==> config.mk <==
export PLATFORM = sky130hd
export DESIGN_NAME = fft_peak_detect
export DESIGN_NICKNAME = d
export VERILOG_FILES = /design/src/rtl/fft_pkg.sv /design/src/rtl/cplx_pow.sv /design/src/rtl/fft_peak_detect.sv
export SDC_FILE = /design/constraint.sdc
export NUM_CORES = 1
export LEC_CHECK = 0
export CAP_MARGIN = 40
export CORE_UTILIZATION = 51
export CTS_CLUSTER_SIZE = 28
export DETAILED_ROUTE_END_ITERATION = 8
export PLACE_DENSITY = 0.79
export SYNTH_ARGS = -nofsm -noshare
export SYNTH_HDL_FRONTEND = slang
export SYNTH_SLANG_ARGS = --single-unit
==> constraint.sdc <==
create_clock -name CLK -period 5.72 [get_ports CLK]
set_input_delay 0.858 -clock CLK [delete_from_list [all_inputs] [get_ports CLK]]
set_output_delay 0.858 -clock CLK [all_outputs]
set_load 0.03 [all_outputs]
==> src/rtl/fft_pkg.sv <==
// Shared widths and the per-frame result record for the fft64 peak detector.
package fft_pkg;
  localparam int DW_DEF    = 11;
  localparam int LOG2N_DEF = 6;
  localparam int N_DEF     = 1 << LOG2N_DEF;
  localparam int SQW_DEF   = 2*DW_DEF - 1;      // one squared component
  localparam int PW_DEF    = 2*DW_DEF;          // |x|^2
  localparam int EW_DEF    = PW_DEF + LOG2N_DEF; // frame energy

  typedef struct packed {
    logic [LOG2N_DEF-1:0] peak_bin;
    logic [PW_DEF-1:0]    peak_pow;
    logic [EW_DEF-1:0]    frame_pow;
  } peak_rec_t;
endpackage

==> src/rtl/cplx_pow.sv <==
// Registered squares of one complex sample; the sum is formed from the
// registered squares so |x|^2 is ready one edge after the sample is accepted.
module cplx_pow
  import fft_pkg::*;
#(
  parameter int DW = DW_DEF
) (
  input  logic                 CLK,
  input  logic                 RST,
  input  logic                 vld_i,
  input  logic signed [DW-1:0] xr,
  input  logic signed [DW-1:0] xi,
  output logic [2*DW-1:0]      pow_o
);
  localparam int SQW = 2*DW - 1;

  logic signed [SQW-1:0] xr_x, xi_x;
  logic [SQW-1:0]        sq_r_d, sq_r_q, sq_i_d, sq_i_q;

  // Sign-extend first so the product is formed at full width; (-2^(DW-1))^2
  // fits in SQW bits.
  assign xr_x = {{(SQW-DW){xr[DW-1]}}, xr};
  assign xi_x = {{(SQW-DW){xi[DW-1]}}, xi};

  always_comb begin
    sq_r_d = sq_r_q;
    sq_i_d = sq_i_q;
    if (vld_i) begin
      sq_r_d = xr_x * xr_x;
      sq_i_d = xi_x * xi_x;
    end
  end

  always_ff @(posedge CLK or posedge RST) begin
    if (RST) begin
      sq_r_q <= '0;
      sq_i_q <= '0;
    end else begin
      sq_r_q <= sq_r_d;
      sq_i_q <= sq_i_d;
    end
  end

  assign pow_o = {1'b0, sq_r_q} + {1'b0, sq_i_q};
endmodule

==> src/rtl/fft_peak_detect.sv <==
// Per-frame power peak search and energy sum over 64-bin fft bursts.
// Build option PEAK_DC_MASK_EN: exclude bin 0 from the peak search.
module fft_peak_detect
  import fft_pkg::*;
#(
  parameter int DW    = DW_DEF,
  parameter int LOG2N = LOG2N_DEF
) (
  input  logic                    CLK,
  input  logic                    RST,
  input  logic                    valid_i,
  input  logic signed [DW-1:0]    xr,
  input  logic signed [DW-1:0]    xi,
  output logic                    valid_o,
  output logic [LOG2N-1:0]        peak_bin,
  output logic [2*DW-1:0]         peak_pow,
  output logic [2*DW+LOG2N-1:0]   frame_pow,
  output logic [7:0]              frame_cnt
);
  localparam int PW     = 2*DW;
  localparam int EW     = PW + LOG2N;
  localparam int STAGES = 2;

  logic [LOG2N-1:0]  bin_cnt_d, bin_cnt_q;
  logic [LOG2N-1:0]  bin1_d, bin1_q;
  logic              last1_d, last1_q;
  logic              last2_d, last2_q;
  logic [STAGES:0]   vld_pipe_d, vld_pipe_q;
  logic [PW-1:0]     pow;
  logic [EW-1:0]     acc_d, acc_q;
  logic [PW-1:0]     max_d, max_q;
  logic [LOG2N-1:0]  maxidx_d, maxidx_q;
  peak_rec_t         res_d, res_q;
  logic [7:0]        frame_cnt_d, frame_cnt_q;

  cplx_pow #(.DW(DW)) u_pow (
    .CLK   (CLK),
    .RST   (RST),
    .vld_i (valid_i),
    .xr    (xr),
    .xi    (xi),
    .pow_o (pow)
  );

  always_comb begin
    bin_cnt_d   = bin_cnt_q;
    bin1_d      = bin1_q;
    last1_d     = last1_q;
    acc_d       = acc_q;
    max_d       = max_q;
    maxidx_d    = maxidx_q;
    res_d       = res_q;
    frame_cnt_d = frame_cnt_q;

    // [0] squares registered, [1] accumulate done, [2] result pulse
    vld_pipe_d = {vld_pipe_q[1] & last2_q, vld_pipe_q[0], valid_i};
    last2_d    = vld_pipe_q[0] & last1_q;

    if (valid_i) begin
      bin_cnt_d = bin_cnt_q + 1'b1;
      bin1_d    = bin_cnt_q;
      last1_d   = (bin_cnt_q == '1);
    end

    if (vld_pipe_q[0]) begin
      if (bin1_q == '0) begin
        // Bin 0 restarts the frame, so a following frame never sees stale state.
        acc_d    = EW'(pow);
        maxidx_d = '0;
`ifdef PEAK_DC_MASK_EN
        max_d    = '0;
`else
        max_d    = pow;
`endif
      end else begin
        acc_d = acc_q + EW'(pow);
        if (pow > max_q) begin
          max_d    = pow;
          maxidx_d = bin1_q;
        end
      end
    end

    // Reads stage-2 state before the next frame's bin 0 overwrites it.
    if (vld_pipe_q[1] && last2_q) begin
      res_d.peak_bin  = maxidx_q;
      res_d.peak_pow  = max_q;
      res_d.frame_pow = acc_q;
      frame_cnt_d     = frame_cnt_q + 8'd1;
    end
  end

  always_ff @(posedge CLK or posedge RST) begin
    if (RST) begin
      bin_cnt_q   <= '0;
      bin1_q      <= '0;
      last1_q     <= 1'b0;
      last2_q     <= 1'b0;
      vld_pipe_q  <= '0;
      acc_q       <= '0;
      max_q       <= '0;
      maxidx_q    <= '0;
      res_q       <= '0;
      frame_cnt_q <= '0;
    end else begin
      bin_cnt_q   <= bin_cnt_d;
      bin1_q      <= bin1_d;
      last1_q     <= last1_d;
      last2_q     <= last2_d;
      vld_pipe_q  <= vld_pipe_d;
      acc_q       <= acc_d;
      max_q       <= max_d;
      maxidx_q    <= maxidx_d;
      res_q       <= res_d;
      frame_cnt_q <= frame_cnt_d;
    end
  end

  assign valid_o   = vld_pipe_q[STAGES];
  assign peak_bin  = res_q.peak_bin;
  assign peak_pow  = res_q.peak_pow;
  assign frame_pow = res_q.frame_pow;
  assign frame_cnt = frame_cnt_q;
endmodule

==> flow_summary.yaml, run 1 <==
# physical design summary
final_layout:
  final_cell_mix: "inv_1 (287), nand2_1 (251), fa_1 (198)"
  lay_top_count: "inv_1"
  seq_area_frac: 0.212
  dominant_cells: "logic gates"
  nNonClkInverters: 293
  buffers_excl_clock: 275
  comb_area_share: 0.567
  nMultiInputCombCells: 1296
  clkbuf_count: 17
  flops: 177
  syn2layout_area_growth_pct: 19.5
  nets: 2437
  regArea_sq_um: 4430
  diodes: 0
  drive_gt1_frac: 0.152
  nonClkBufAreaFrac: 0.112
  combGateArea_sq_um: 11800
  fin_cells: 2521
worst_hold_path:
  min_from: "maxidx_q[0]"
  min_to: "peak_bin[0]"
  hp-class: "flop to flop"
setup_path:
  slowest_delay_ns: 0.57
  r2r_slack_ns: 1.04
  worstPathArrival_ns: 5.86
  endpoint_kind: "flop"
  path_buffers: 4
  r2r_end: "max_q[19]"
  r2r_start: "u_pow.sq_i_q[3]"
  crit_type: "input port to flop"
  critPathMostFrequentCell: "fa_1"
  required_ns: 6.06
  cp_cell_sequence: "clkdlybuf4s50_1 -> nand2_1 -> fa_1 -> inv_1 -> fa_1 -> inv_1 -> fa_1 -> inv_1 -> fa_1 -> fa_1 -> ha_1 -> a2111oi_2 -> nor3_2 -> nor3_2 -> o31ai_1 -> xor2_1 -> mux2_2"
  path_max_fanout: 4
  r2r.worst_path.cells: 13
timing:
  finalCritPeriodShare: 0.965
  period_minus_slack_ns: 5.52
  whs_ns: 0.461
  max_freq_ghz: 0.181
  final_max_slew_viol_count: 0
  finalClockSkew_ns: 0.0143
  finalSetupViolations: 0
  relSlewSlack: 0.482
  rsz0062_at_grt: "no"
floorplan:
  die_y_microns: 187
  ios: 90
  rows: 67
  die-area_sq_um: 35000
grt:
  first_global_vias: 14374
  gr-total-overflow: 0
  antenna_found_initial: 0
  grt_max_degree: 85
synthesis:
  async_flop_share: 1.00
  ys_cells: 1825
  top_area_cell: "dfrtp_1"
  avgSynthCellArea_sq_um: 9.57
  syn-cell-area_sq_um: 17500
  synthCells: 1825
  synth_nets: 2202
  synth_top_area_share: 0.254
  ys_seq_frac: 0.254
  synthDistinctLibCells: 76
  edf_count: 0
  ys_warn_count: 0
drt:
  wl_microns: 38400
  vias: 13467
  first_pass_iters: 5
  viasPerCell: 5.34
  ant_nets: 0
  drt_iter0_drc: 619
  routedWlPerCell_microns: 15.2
clocking:
  cts_buffers: 17
  cts_hold_buf: 0
  clockRootBuffer: "clkbuf_16"
  path_clk_slew_ns: 0.07
  clkLatencyLatePin_ns: 0.45
  cts_tree: "built"
  cts_sinks: 177
  cts_buffer_depth: 2
placed_design:
  port_buffers: 89
  gp_congestion: 0.906
  dpl.hpwl_microns: 31100
  place_inst: 2487
run:
  cap_viol_max_count: 0
  warnings: 31
outcome:
  status: "finished, final reports clean"
==> run 1: worst max path at each step <==
| stage | start | endpoint | slack (ns) | cells past startpoint |
|---|---|---|---|---|
| after floorplan | RST | acc_q[0] | 0.06 | 1 |
| after global placement | xi[7] | u_pow.sq_i_q[18] | -0.40 | 19 |
| after detailed placement | xi[7] | u_pow.sq_i_q[20] | -0.58 | 20 |
| after CTS | xi[2] | u_pow.sq_i_q[17] | 0.03 | 18 |
| after global routing | xi[1] | u_pow.sq_i_q[17] | 0.0009 | 21 |
| final | xr[5] | u_pow.sq_r_q[17] | 0.20 | 17 |
==> run 1: stage by stage <==
step	worst slack [ns]	TNS, ns	cell area [sq um]
final	0.200	0	20900
after CTS	0.0339	0	20700
after global routing	0.000872	0	20900
after detailed placement	-0.580	-5.45	20100
after floorplan	0.0601	0	17500
after global placement	-0.403	-3.96	20100
==> run 1: repair_timing <==
item / in CTS / in global routing
pin swaps: 1 / 8
setup endpoints to repair: 3 / 13
setup buffers: 0 / 1
resized: 4 / 38
gates cloned: 0 / 1
==> run 1: logic make-up after synthesis <==
family	Yosys count	share of synthesized area
and+or+nand+nor	527	0.141
buffers and inverters	352	0.0767
adders and majority gates	352	0.338
AOI/OAI and AO/OA	258	0.102
DFF	177	0.254
xor gates and xnor gates	94	0.0471
muxes	65	0.0416
==> run 1: metal layers <==
layer,vias up,global-route usage,share of wire
li1,6377,-,-
met1,6697,0.281,0.42
met2,316,0.422,0.52
met3,77,0.0278,0.034
met4,0,0.0788,0.026
met5,-,0,0
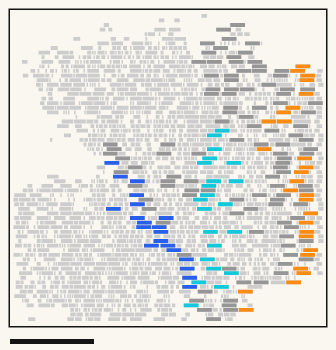
run_1/ff_map.png
Scale bar: 50 microns.
[blue] u_pow.sq_i_q | placed flops: 20
[cyan] max_q | placed flops: 22
[orange] frame_pow | placed flops: 28

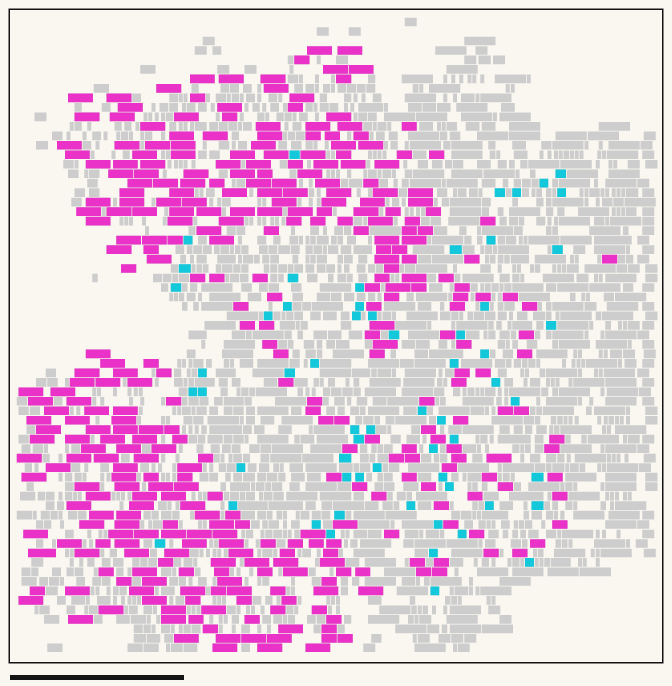
run_1/gates.png
Scale bar: 50 microns.
[cyan] non-inverting ao/oa cells | cells: 60 | most used: a21o_1
[magenta] fa/ha/maj cells | cells: 352 | most used: fa_1

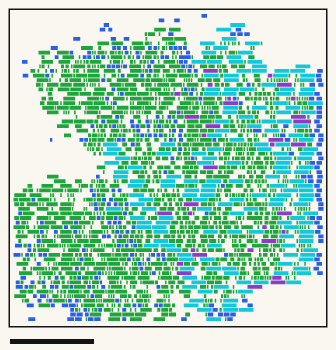
run_1/class_map.png
Scale bar: 50 microns.
[blue] remaining buffers and delay cells | cells: 275 | share of their area: 12%
[cyan] registers | cells: 177 | share of their area: 22%
[green] remaining logic cells | cells: 1589 | share of their area: 64%
[purple] clock drivers and dummy loads | cells: 32 | share of their area: 2.9%

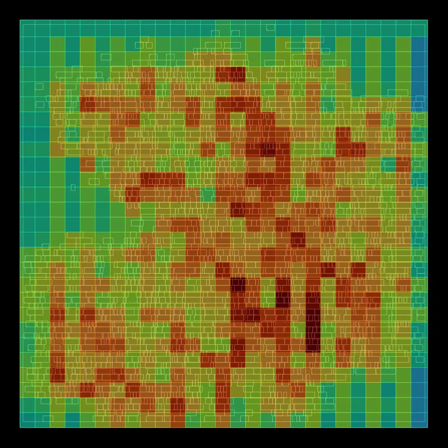
run_1/congestion_map.png
routing usage on met1: 0.281
Final Util: 0.621
met3 GRT Util: 0.0278
GRT Util Overall: 0.231
GR peak layer: met2

run_1/sizing.png
Scale bar: 50 microns.
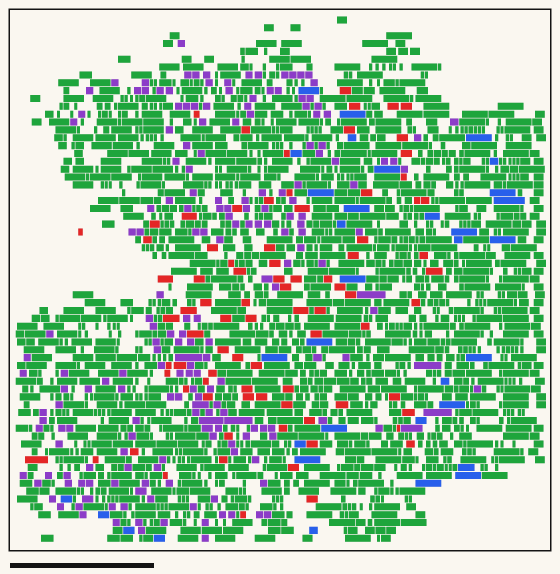

==> run 1 -> run 2 <==
--- a/config.mk
+++ b/config.mk
@@ -10,6 +10,7 @@
 export CTS_CLUSTER_SIZE = 28
 export DETAILED_ROUTE_END_ITERATION = 8
 export PLACE_DENSITY = 0.79
+export SETUP_SLACK_MARGIN = 0.3
 export SYNTH_ARGS = -nofsm -noshare
 export SYNTH_HDL_FRONTEND = slang
 export SYNTH_SLANG_ARGS = --single-unit
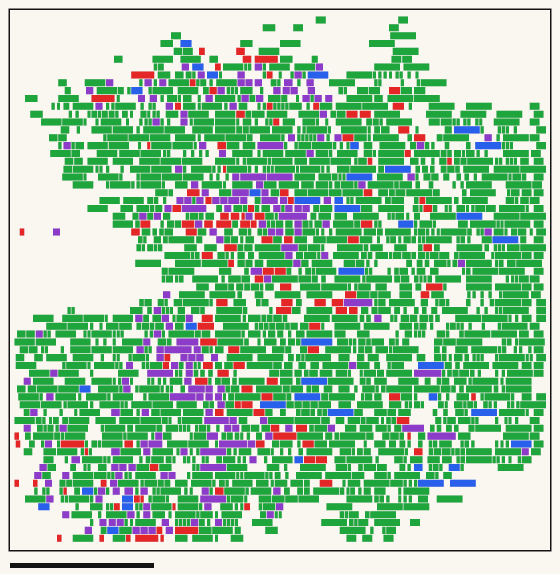
run_2/sizing.png
Scale bar: 50 microns.
[green] x1 and smaller | cells: 1698 | share: 82%
[red] x2 | cells: 127 | share: 6.1%
[purple] x3 and x4 | cells: 206 | share: 10%
[blue] x6 and larger | cells: 39 | share: 1.9%

==> run 2 against run 1 <==
  * Sequential share of layout area fell by 0.20 points
  * Synthesized area stayed put
  * First-iteration DRC count rose by 17%
  * Global-route usage increased by 0.55 points
  * Via count down 0.87%
  * Clock skew shrank 0.0027 ns
  * Non-clock buffer count shrank 2
  * Register-to-register slack got worse by 0.16 ns
  * Utilization increased by 0.58 points
==> flow_summary.yaml, run 2 <==
# physical design summary
synthesis:
  synth_nets: 2202
  top_area_cell: "dfrtp_1"
  ys_warn_count: 0
  ys_chip_area_sq_um: 17500
  async_flop_share: 1.00
  ys_cells: 1825
  synthCells: 1825
  avgSynthCellArea_sq_um: 9.57
  syn-cell-area_sq_um: 17500
  ys_seq_frac: 0.254
  synthDistinctLibCells: 76
final_layout:
  nMultiInputCombCells: 1296
  seq_area_frac: 0.210
  final_cell_mix: "inv_1 (281), nand2_1 (244), fa_1 (192)"
  flops: 177
  dominant_cells: "logic gates"
  drive_gt1_frac: 0.180
  nNonClkInverters: 293
  utilization: 0.627
  comb_area_share: 0.574
  clkbuf_count: 17
  combGateArea_sq_um: 12100
  regArea_sq_um: 4430
  buffers_excl_clock: 273
  nonClkBufAreaFrac: 0.110
  fin_cells: 2518
  diodes: 0
placed_design:
  dpl.hpwl_microns: 31400
  port_buffers: 89
  gp_congestion: 0.904
  place_area_sq_um: 20100
  place_inst: 2479
drt:
  ant_nets: 0
  drt_iter0_drc: 725
  first_pass_iters: 5
  viasPerCell: 5.30
  routedWlPerCell_microns: 15.6
  wl_microns: 39300
  vias: 13350
worst_hold_path:
  min_to: "peak_bin[1]"
  hp-class: "flop to flop"
setup_path:
  endpoint_kind: "flop"
  path_buffers: 6
  r2r_slack_ns: 0.88
  r2r.worst_path.cells: 13
  critPathSlowestCell: "fa_1"
  r2r_end: "maxidx_q[3]"
  r2r_start: "u_pow.sq_r_q[3]"
  critPathMostFrequentCell: "fa_1"
  path_max_fanout: 6
  required_ns: 6.10
  crit_type: "input port to flop"
run:
  warnings: 36
  cap_viol_max_count: 0
timing:
  max_freq_ghz: 0.185
  tns_ns: 0
  finalCritPeriodShare: 0.943
  setup_slack_ns: 0.328
  rsz0062_at_grt: "yes"
  finalSetupViolations: 0
  finalClockSkew_ns: 0.0116
  whs_ns: 0.460
  final_max_slew_viol_count: 0
  period_minus_slack_ns: 5.39
floorplan:
  die_y_microns: 187
  floorplan.core_util: 0.520
  rows: 67
  core_area_sq_um: 33600
  die-area_sq_um: 35000
  ios: 90
clocking:
  path_clk_slew_ns: 0.07
  cts_buffer_depth: 2
  cts_buffers: 17
  cts_sinks: 177
grt:
  first_global_vias: 14522
  grt_max_degree: 173
  gr-total-overflow: 0
  grt_usage: 0.236
  antenna_found_initial: 0
outcome:
  status: "finished, final reports clean"
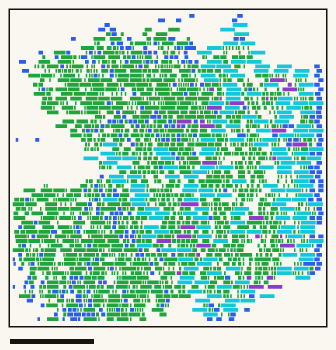
run_2/class_map.png
Scale bar: 50 microns.
[blue] remaining buffers and delay cells | cells: 273 | share of their area: 11%
[green] remaining logic cells | cells: 1589 | share of their area: 64%
[cyan] registers | cells: 177 | share of their area: 22%
[purple] clock drivers and dummy loads | cells: 31 | share of their area: 2.7%

## run 2: cell count changes in the layout (fill, tap and decap cells not counted), moves of 7 or more
| cell | before | now |
|---|---|---|
| nand2_1 | 251 | 244 |
| clkdlybuf4s50_1 | 78 | 69 |
| buf_4 | 179 | 170 |
| inv_2 | 1 | 9 |
| nand2_2 | 2 | 9 |
| ha_4 | 0 | 8 |
| ha_1 | 153 | 144 |
| buf_6 | 4 | 12 |
## run 2: repair_timing
item / 4_1_cts / 5_1_grt
endpoints found under the setup margin: 16 / 17
resized: 51 / 86
pin swaps: 10 / 37
buffers inserted: 5 / 3
hold buffers: 0 / 0
endpoints found under the hold margin: 0 / 0
## run 2: layer usage
metal	part of all wire	global-route usage
met1	0.42	0.293
met2	0.53	0.433
met3	0.027	0.0244
met4	0.022	0.0722
met5	0	0
## run 2: cell families (layout without fill, tap and decap cells)
family / Yosys count / in the layout / synth area share
AOI/OAI and AO/OA: 258 / 258 / 0.102
adders and majority gates: 352 / 352 / 0.338
DFF: 177 / 177 / 0.254
xor gates and xnor gates: 94 / 94 / 0.0471
muxes: 65 / 65 / 0.0416
buffers and inverters: 352 / 597 / 0.0767
and+or+nand+nor: 527 / 527 / 0.141
## run 2: how the worst max path moves through the flow
stage | start | to | cells after the start
after CTS | xi[1] | u_pow.sq_i_q[20] | 23
after floorplan | xi[10] | u_pow.sq_i_q[18] | 18
after global routing | xr[3] | u_pow.sq_r_q[18] | 19
after global placement | xi[7] | u_pow.sq_i_q[18] | 19
final | xr[3] | u_pow.sq_r_q[18] | 19
after detailed placement | xi[7] | u_pow.sq_i_q[18] | 20
run_2/gates.png
Scale bar: 50 microns.
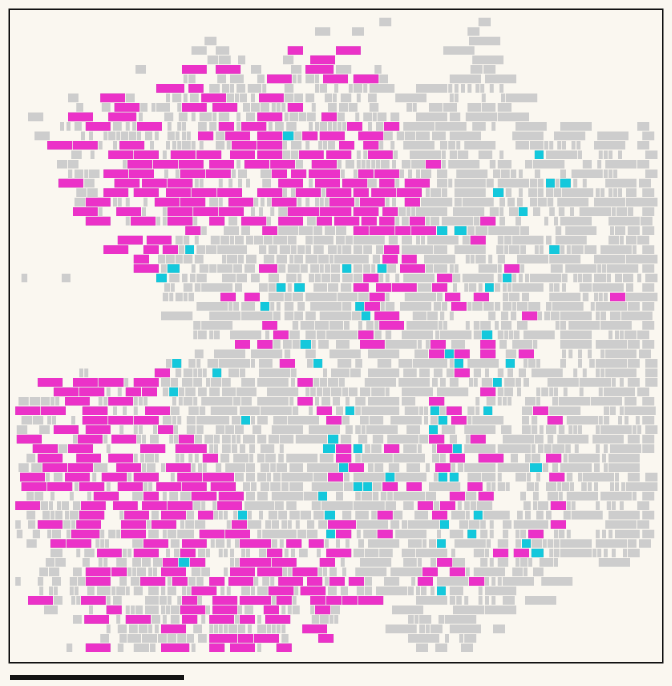

==> run 2 -> run 3 <==
--- a/config.mk
+++ b/config.mk
@@ -6,11 +6,14 @@
 export NUM_CORES = 1
 export LEC_CHECK = 0
 export CAP_MARGIN = 40
-export CORE_UTILIZATION = 51
+export CELL_PAD_IN_SITES_DETAIL_PLACEMENT = 1
+export CELL_PAD_IN_SITES_GLOBAL_PLACEMENT = 1
+export CORE_UTILIZATION = 44
 export CTS_CLUSTER_SIZE = 28
 export DETAILED_ROUTE_END_ITERATION = 8
-export PLACE_DENSITY = 0.79
+export PLACE_DENSITY = 0.85
 export SETUP_SLACK_MARGIN = 0.3
+export SLEW_MARGIN = 20
 export SYNTH_ARGS = -nofsm -noshare
 export SYNTH_HDL_FRONTEND = slang
 export SYNTH_SLANG_ARGS = --single-unit
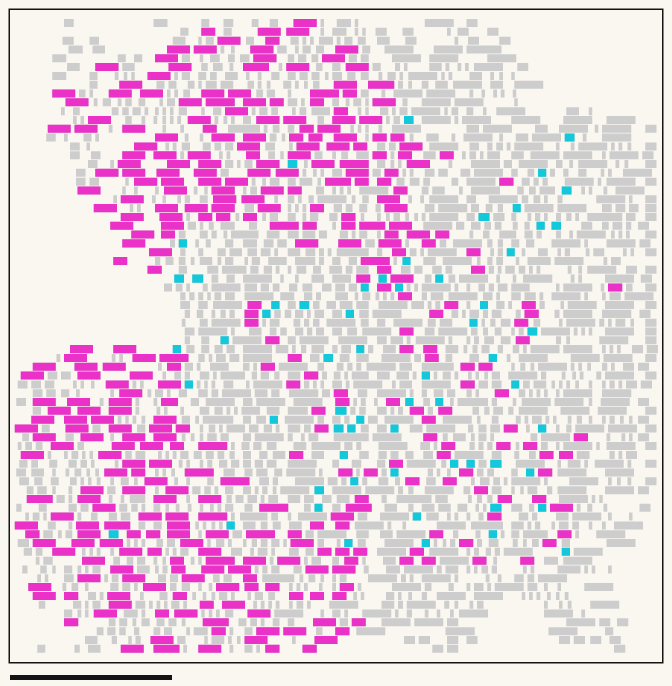
run_3/gates.png
Scale bar: 50 microns.
[cyan] non-inverting ao/oa cells | cells: 60 | most used: a21o_1
[magenta] fa/ha/maj cells | cells: 352 | most used: fa_1

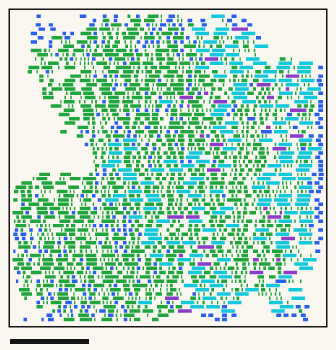
run_3/class_map.png
Scale bar: 50 microns.
[blue] remaining buffers and delay cells | cells: 297 | share of their area: 12%
[green] remaining logic cells | cells: 1589 | share of their area: 64%
[cyan] registers | cells: 177 | share of their area: 21%
[purple] clock drivers and dummy loads | cells: 32 | share of their area: 3.1%

==> run 3 against run 2 <==
  * Sequential share of layout area is 0.53 points lower
  * Non-clock buffer count is 24 higher
  * Wire length is 38% higher
  * Cell count is 3.8% higher
  * Register-to-register slack worse by 0.09 ns
  * Clock-buffer cell count is 1 higher
  * Clock skew is 0.0098 ns higher
  * Via count is 7.0% higher
  * Final area is 2.6% higher
  * Critical endpoint is now u_pow.sq_r_q[14]
==> flow_summary.yaml, run 3 <==
# physical design summary
clocking:
  clockRootBuffer: "clkbuf_16"
  cts_buffers: 17
  cts_tree: "built"
  path_clk_slew_ns: 0.08
  cts_sinks: 177
  cts_buffer_depth: 2
  clkLatencyLatePin_ns: 0.46
final_layout:
  drive_gt1_frac: 0.202
  flops: 177
  diodes: 0
  nMultiInputCombCells: 1296
  nonClkBufAreaFrac: 0.116
  lay_top_count: "inv_1"
  design_area_sq_um: 21600
  n_fill_cell: 4402
  dominant_cells: "logic gates"
  seq_area_frac: 0.205
  nNonClkInverters: 293
  clkbuf_count: 18
  nets: 2459
  regArea_sq_um: 4430
  comb_area_share: 0.568
  fin_cells: 2613
  utilization: 0.555
  syn2layout_area_growth_pct: 23.8
  combGateArea_sq_um: 12300
  final_cell_mix: "inv_1 (274), nand2_1 (237), buf_4 (195)"
  buffers_excl_clock: 297
setup_path:
  endpoint_kind: "flop"
  slowest_delay_ns: 0.58
  critPathMostFrequentCell: "fa_1"
  required_ns: 6.07
  r2r_end: "max_q[0]"
  cp_cell_sequence: "clkdlybuf4s15_1 -> buf_4 -> nand2_1 -> fa_1 -> fa_1 -> inv_1 -> fa_1 -> fa_1 -> inv_1 -> fa_1 -> inv_1 -> ha_1 -> o21ai_1 -> nand2b_1 -> a31o_1 -> a21oi_2 -> xnor2_1 -> mux2_2"
  worstPathArrival_ns: 5.77
  crit_type: "input port to flop"
  path_max_fanout: 5
  path_buffers: 5
  r2r.worst_path.cells: 16
  crit_family: "adder cells"
  worst_setup_path_start_kind: "input port"
  critPathSlowestCell: "fa_1"
  r2r_start: "u_pow.sq_r_q[3]"
drt:
  drt_iter0_drc: 690
  wl_microns: 54200
  viasPerCell: 5.47
  routedWlPerCell_microns: 20.7
  ant_nets: 0
  first_pass_iters: 5
  vias: 14284
synthesis:
  top_logic_kind: "adder cells"
  mux_share: 0.0416
  ys.flops: 177
  synth_top_area_share: 0.254
  ys_warn_count: 0
  xor_area_frac: 0.0471
  avgSynthCellArea_sq_um: 9.57
  async_flop_share: 1.00
  ys_seq_frac: 0.254
  adder_share: 0.338
  simple_gate_area_frac: 0.141
  top_area_cell: "dfrtp_1"
  ys_cells: 1825
  flop_cell: "dfrtp_1"
  syn-cell-area_sq_um: 17500
  synthDistinctLibCells: 76
  synthCells: 1825
  edf_count: 0
  ys_sh_aoi: 0.102
  synth_nets: 2202
  ys_chip_area_sq_um: 17500
  area_leaders: "dfrtp_1 (25%), fa_1 (23%), ha_1 (11%), inv_1 (6.2%), nand2_1 (5.4%)"
placed_design:
  place_inst: 2556
  dpl.hpwl_microns: 38300
  gp_congestion: 0.967
  place_area_sq_um: 20200
  port_buffers: 89
  post-place-ws_ns: -0.571
run:
  cap_viol_max_count: 0
  warnings: 36
grt:
  grt_usage: 0.267
  first_global_vias: 16570
  gr-total-overflow: 0
  antenna_found_initial: 1
floorplan:
  floorplan.core_util: 0.449
  ios: 90
  core_area_sq_um: 38900
  die-area_sq_um: 40500
  die_y_microns: 201
  rows: 72
timing:
  tns_ns: 0
  whs_ns: 0.478
  finalClockSkew_ns: 0.0214
  setup_slack_ns: 0.303
  finalSetupViolations: 0
  period_minus_slack_ns: 5.42
  max_freq_ghz: 0.185
  finalCritPeriodShare: 0.947
  relSlewSlack: 0.473
  rsz0062_at_grt: "yes"
  final_max_slew_viol_count: 0
worst_hold_path:
  min_to: "frame_pow[10]"
  min_from: "frame_pow[10]"
  hold_depth: 2
  hp-class: "flop to flop"
outcome:
  status: "finished, final reports clean"
==> run 3: cell types whose count changed in the layout (fill, tap and decap cells not counted), moves of 4 or more <==
cell / delta
nand2_2: +4
ha_1: -5
buf_4: +25
inv_2: +6
nand2_1: -7
inv_1: -7
ha_4: +5
==> run 3: how the worst max path moves through the flow <==
stage           start          endpoint  slack (ns)  cells after the start
2_1_floorplan  xi[10]  u_pow.sq_i_q[18]        0.13                     18
3_3_place_gp    xi[7]  u_pow.sq_i_q[18]       -0.44                     19
3_5_place_dp    xi[6]  u_pow.sq_i_q[20]       -0.57                     20
4_1_cts         xi[1]  u_pow.sq_i_q[20]        0.28                     20
5_1_grt         xr[4]  u_pow.sq_r_q[14]        0.13                     21
6_report        xr[4]  u_pow.sq_r_q[14]        0.30                     18
==> run 3: metal layers <==
| metal | GRT usage | share of wire | up-vias | wire length, microns |
|---|---|---|---|---|
| li1 | - | - | 6411 | - |
| met1 | 0.297 | 0.38 | 7344 | 20500 |
| met2 | 0.508 | 0.55 | 353 | 29700 |
| met3 | 0.0330 | 0.028 | 174 | 1520 |
| met4 | 0.118 | 0.045 | 2 | 2420 |
| met5 | 0 | 0.00015 | - | 8 |
==> run 3: repair_timing <==
action / CTS / global route
hold endpoints to repair: 0 / 0
hold buffers: 0 / 0
buffers inserted: 11 / 13
setup endpoints to repair: 18 / 20
pin swaps: 26 / 59
gates resized: 71 / 105
gates cloned: 1 / 0
